===== src/rtl/adc_spi_responder.sv =====
// SPI slave standing in for the DE0-Nano 8-channel 12-bit ADC: oversampled pins,
// 3-bit channel address capture, 16-bit frames (4 zeros + sample, MSB first).
module adc_spi_responder #(
   parameter int NUM_CH = 8,
   parameter int DATA_W = 12
) (
   input  logic                     clk,
   input  logic                     reset_b,
   input  logic                     sclk,
   input  logic                     cs_b,
   input  logic                     din,
   input  logic [NUM_CH*DATA_W-1:0] ch_data,
   output logic                     dout,
   output logic                     dout_oe,
   output logic                     frame_done,
   output logic                     frame_abort,
   output logic [2:0]               addr
);
   localparam int FRAME_W = 16;

   typedef enum logic {IDLE, ACTIVE} state_t;

   // [0],[1] synchronize, [2] is the delayed copy used for edge detection
   logic [2:0]         sclk_q, cs_q;
   logic [1:0]         din_q;
   state_t             state_q;
   logic [3:0]         bit_cnt_q;
   logic [FRAME_W-1:0] shreg_q;
   logic [2:0]         next_ch_q, addr_shift_q, addr_q;
   logic               armed_q, dout_q, dout_oe_q, frame_done_q, frame_abort_q;

   logic               sclk_rise, sclk_fall, cs_fall, cs_rise;
   logic [DATA_W-1:0]  ch_sel;
   logic [FRAME_W-1:0] load_word;

   assign sclk_rise = sclk_q[1] & ~sclk_q[2];
   assign sclk_fall = ~sclk_q[1] & sclk_q[2];
   assign cs_fall   = ~cs_q[1] & cs_q[2];
   assign cs_rise   = cs_q[1] & ~cs_q[2];

   always_comb begin
      ch_sel = '0;
      for (int k = 0; k < NUM_CH; k++)
         if (3'(k) == next_ch_q) ch_sel = ch_data[k*DATA_W +: DATA_W];
   end

   assign load_word = {{(FRAME_W-DATA_W){1'b0}}, ch_sel};

   always_ff @(posedge clk or negedge reset_b) begin
      if (!reset_b) begin
         sclk_q        <= 3'b111;
         cs_q          <= 3'b111;
         din_q         <= 2'b00;
         state_q       <= IDLE;
         bit_cnt_q     <= '0;
         shreg_q       <= '0;
         next_ch_q     <= '0;
         addr_shift_q  <= '0;
         addr_q        <= '0;
         armed_q       <= 1'b0;
         dout_q        <= 1'b0;
         dout_oe_q     <= 1'b0;
         frame_done_q  <= 1'b0;
         frame_abort_q <= 1'b0;
      end else begin
         sclk_q        <= {sclk_q[1:0], sclk};
         cs_q          <= {cs_q[1:0], cs_b};
         din_q         <= {din_q[0], din};
         dout_oe_q     <= ~cs_q[1];
         frame_done_q  <= 1'b0;
         frame_abort_q <= 1'b0;
         case (state_q)
            IDLE: begin
               if (cs_fall) begin
                  state_q   <= ACTIVE;
                  shreg_q   <= load_word;
                  bit_cnt_q <= '0;
                  armed_q   <= 1'b1;
                  dout_q    <= load_word[FRAME_W-1];
               end
            end
            ACTIVE: begin
               // cs_b rising takes priority over any coincident sclk edge
               if (cs_rise) begin
                  state_q       <= IDLE;
                  frame_abort_q <= (bit_cnt_q != 4'd0);
                  bit_cnt_q     <= '0;
                  armed_q       <= 1'b0;
                  dout_q        <= 1'b0;
               end else if (sclk_rise) begin
                  if (bit_cnt_q >= 4'd2 && bit_cnt_q <= 4'd4)
                     addr_shift_q <= {addr_shift_q[1:0], din_q[1]};
                  bit_cnt_q <= bit_cnt_q + 4'd1;
                  if (bit_cnt_q == 4'd15) begin
                     frame_done_q <= 1'b1;
                     addr_q       <= addr_shift_q;
                     next_ch_q    <= addr_shift_q;
                  end
               end else if (sclk_fall) begin
                  if (bit_cnt_q == 4'd0) begin
                     // first fall after cs_b: MSB already out; otherwise back-to-back frame
                     if (armed_q) begin
                        armed_q <= 1'b0;
                     end else begin
                        shreg_q <= load_word;
                        dout_q  <= load_word[FRAME_W-1];
                     end
                  end else begin
                     shreg_q <= {shreg_q[FRAME_W-2:0], 1'b0};
                     dout_q  <= shreg_q[FRAME_W-2];
                  end
               end
            end
            default: state_q <= IDLE;
         endcase
      end
   end

   assign dout        = dout_q & dout_oe_q;
   assign dout_oe     = dout_oe_q;
   assign frame_done  = frame_done_q;
   assign frame_abort = frame_abort_q;
   assign addr        = addr_q;

endmodule


===== config.mk =====
export PLATFORM = sky130hd
export DESIGN_NAME = adc_spi_responder
export DESIGN_NICKNAME = d
export VERILOG_FILES = /design/src/rtl/adc_spi_responder.sv
export SDC_FILE = /design/constraint.sdc
export NUM_CORES = 1
export LEC_CHECK = 0
export ABC_CLOCK_PERIOD_IN_PS = 2200
export CAP_MARGIN = 10
export CELL_PAD_IN_SITES_DETAIL_PLACEMENT = 0
export CELL_PAD_IN_SITES_GLOBAL_PLACEMENT = 2
export CORE_MARGIN = 3
export CORE_UTILIZATION = 25
export CTS_BUF_LIST = sky130_fd_sc_hd__clkbuf_8 sky130_fd_sc_hd__clkbuf_16
export DETAILED_ROUTE_END_ITERATION = 12
export PLACE_DENSITY_LB_ADDON = 0.05
export SYNTH_ARGS = -nofsm -noshare
export SYNTH_HDL_FRONTEND = slang
export SYNTH_SLANG_ARGS = --single-unit

===== constraint.sdc =====
create_clock -name clk -period 2.2 [get_ports clk]
set_input_delay 0.44 -clock clk [delete_from_list [all_inputs] [get_ports clk]]
set_output_delay 0.44 -clock clk [all_outputs]
set_load 0.005 [all_outputs]

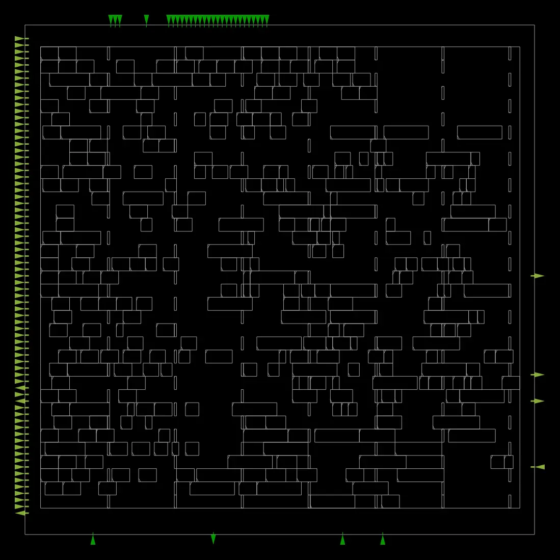
*Placed standard cells*
sequential share of cell area: 25.97%
Core Area: 9415 um^2
final cell count without fillers: 462
fill cell count: 928
TAP cells: 129

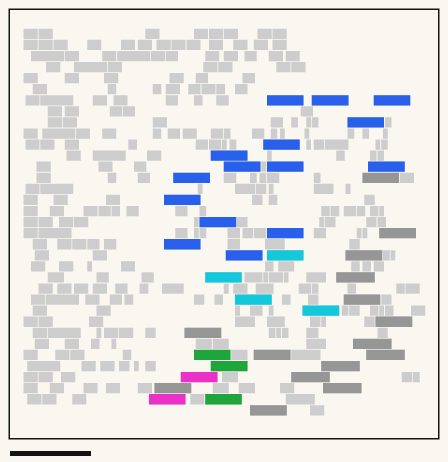
*Register map, names as in the netlist*
Scale bar: 20 um. Other sequential cells in the stronger grey, the rest of the logic in the fainter grey.
`bit_cnt_q` -> cyan  # flops 4
`din_q` -> magenta  # flops 2
`addr_shift_q` -> green  # flops 3
`shreg_q` -> blue  # flops 15
final core occ: 40.21%
Seq. pwr: 987 uW
register area: 983.4 um^2

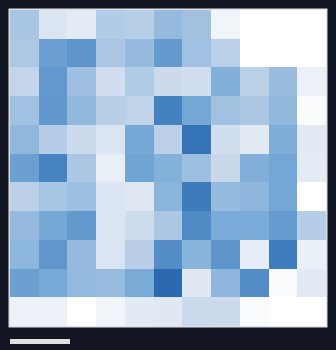
*Cell area per tile*
Scale bar: 20 um. The die is cut into 11 by 11 equal tiles; white is low, dark blue is high, 0 to 100% covered.
densest ninth of the die = centre
fullest tile = 76%
nearly empty tiles = 9.1%
emptiest ninth of the die = upper right
Pre-Place Util: 26.10%

==> metrics.yaml <==
status:
  status: "finished, final reports clean"
logic_synthesis:
  area_leaders: "dfrtp_1 (34%), mux4_2 (10%), a221oi_1 (7.1%)"
  fp_nets: 329
  ys_seq_share_pct: 40.02
  synth_top_area_share_pct: 33.60
  syn_avg_cell_area_um2: 10.92
  syn_area_um2: 2457
detailed_routing:
  dr.pass1.iters: 4
  wirelength_mm: 7.884
  vias_per_cell: 4.881
final_layout:
  comb_cells: 163
  area_growth_pct: 54.07
  largest_class: "combinational gates"
  clock_tree_area_fraction_pct: 2.313
  drive_gt1_share_pct: 15.62
  nonClkBufAreaFrac_pct: 31.00
  layout.area.comb_um2: 1358
  nNonClkBuffers: 118
timing:
  hold_viol: 0
  rsz0062_at_grt: "no"
  maxSlewHeadroom_pct: 61.31
  drv_slew: 0
  worst_slew_pin_slew_ns: 0.5776
  fmax_mhz: 487.5
  period_used_pct: 93.23
  clock_skew_ns: 0.009975
setup_path:
  timing.rr.start: "bit_cnt_q[0]"
  worst-path-max-fanout: 10
  path_delay_family: "simple AND/OR/NAND/NOR gates"
  crit_required_ns: 2.39
  startpoint: "bit_cnt_q[0]"
  crit_type: "reg2reg"
  worstPathCellList: "inv_1, ha_1, or3b_4, nor2_2, nor3_4, buf_4, a221oi_1"
cts:
  clock-sinks: 39
  hold_buffers: 0
  cts_setup_buffers: 0
  cts_tree: "yes"
global_routing:
  grt_busiest_layer: "met2"
  grt_first_pass_wirelength_mm: 12.68
  grt_pass1_vias: 2400
  antenna_found_initial: 0
  overflow: 0
power_and_ir_drop:
  p_per_area_nw_per_um2: 577.9
  leakagePower_nw: 1.419
job:
  warnings: 28
floorplan:
  die_w_um: 105.1
placed_design:
  gp_congestion: 0.7254
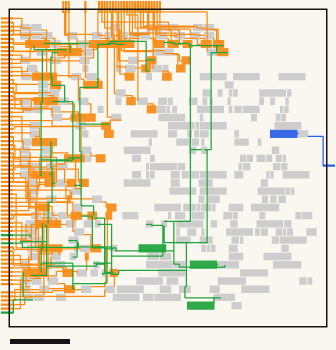
*I/O nets highlighted*
Scale bar: 20 um.
`ch_data` -> orange  # direction input, edge 69 left, 27 top, end cells 49, wire 2180 um
`addr` -> green  # direction output, edge left, end cells 3, wire 889 um
`frame_abort` -> blue  # direction output, edge right, end cells 1, wire 15.8 um
# IOs: 108
IO Port Bufs: 107

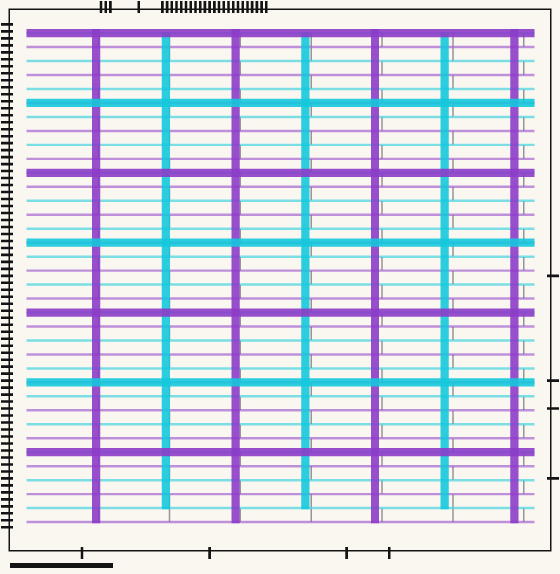
*PDN straps and rails*
Scale bar: 20 um. Pins as bars on the die edge. Tap cells in grey.
VDD -> cyan
VSS -> purple
met1 rails = 36
tap cells = 129
rows = 35
met5 straps = 7

-- synth_stat cells --
cell and count:
or3b_4 1, nor2b_1 15, and2_1 2, inv_1 6, or2_2 1, mux4_2 11, o211ai_1 7, buf_1 1
a2111oi_2 1, nor3_1 1, dfrtp_1 33, buf_6 2, nand2b_1 2, a31o_2 1, xor2_1 2, dfstp_2 6
ha_1 3, o21bai_1 1, nor3_4 1, o21ai_0 8, mux2_2 7, buf_4 2, clkbuf_1 6, nand3b_1 1
nand3_1 2, nor2_1 17, and3_1 2, a22oi_1 1, nand2_1 8, and2_4 1, o21ba_2 1, a21oi_1 9
o2bb2ai_1 13, buf_2 6, nand4_1 1, mux2i_1 14, a221oi_1 20, nor3b_1 1, a22o_1 1, xnor2_1 1
a31oi_1 3, nor2_2 2, a21o_1 1
-- where the power goes --
| part | leakage [nW] | total, mW | switching (mW) | internal (mW) |
|---|---|---|---|---|
| Sequential | 0.475 | 0.987 | 0.100 | 0.887 |
| Clock | 0.0470 | 0.492 | 0.246 | 0.246 |
| Combinational | 0.897 | 0.709 | 0.312 | 0.397 |
-- worst paths after layout --
| check | endpoint | cells past startpoint |
|---|---|---|
| worst min register to register | din_q[1] | 0 |
| max in group asynchronous | sclk_q[2] | 2 |
| min in group clk | din_q[1] | 0 |
| worst max register to register | shreg_q[9] | 7 |
| worst min-delay path | addr[0] | 2 |
| worst max-delay path | shreg_q[9] | 7 |
-- logic make-up (layout without fill, tap and decap cells) --
logic type / count (synthesis) / in the layout / synth area share (%)
compound gates: 67 / 67 / 20.77
xor+xnor: 3 / 3 / 1.069
fa+ha+maj: 3 / 3 / 1.528
buf+inv: 23 / 131 / 4.735
flops: 39 / 39 / 40.02
mux: 32 / 32 / 18.99
simple gates: 58 / 58 / 12.88
-- cells in the final DEF (no fill, tap or decap), types with 3 or more instances in the layout --
cell             instances
nand2_1                  8
dfstp_2                  6
mux4_2                  11
mux2_2                   7
dfrtp_1                 33
a21oi_1                  9
o211ai_1                 7
o2bb2ai_1               13
clkbuf_8                 6
ha_1                     3
o21ai_0                  8
clkdlybuf4s50_1        106
a31oi_1                  3
mux2i_1                 14
nor2_1                  17
nor2b_1                 15
a221oi_1                20
inv_1                    6
buf_4                    9
-- worst reg2reg max path, delay by kind of cell, from the launching register on --
kind	cells	cell delay [ns]
DFF	1	0.39
AOI/OAI and AO/OA	1	0.30
adders and majority gates	1	0.16
and+or+nand+nor	3	0.78
buffers and inverters	2	0.33
-- metal layers --
layer / up-vias / wire length (um)
met5: - / 0
met4: 0 / 63
met3: 5 / 682
met2: 94 / 3447
met1: 1079 / 3690
li1: 1077 / -
-- state kept, by name (all words and copies together) (netlist names), 2 cells and up --
register      flops
cs_q              3
shreg_q          15
addr              3
din_q             2
bit_cnt_q         4
sclk_q            3
addr_shift_q      3
-- through the flow --
stage	instance area [um^2]	hold WS, ns	std cells	power [mW]	setup slack, ns
2_1_floorplan	2457	0.1444	225	1.388	0.3423
3_3_place_gp	3699	0.3336	455	1.711	0.07406
3_5_place_dp	3699	0.3402	455	1.711	0.07667
4_1_cts	3786	0.2146	462	2.217	0.09928
5_1_grt	3786	0.2517	462	2.340	0.01521
6_report	3786	0.2044	462	2.188	0.1489
Power figures rest on the tool's default switching activity, not on a simulated workload.
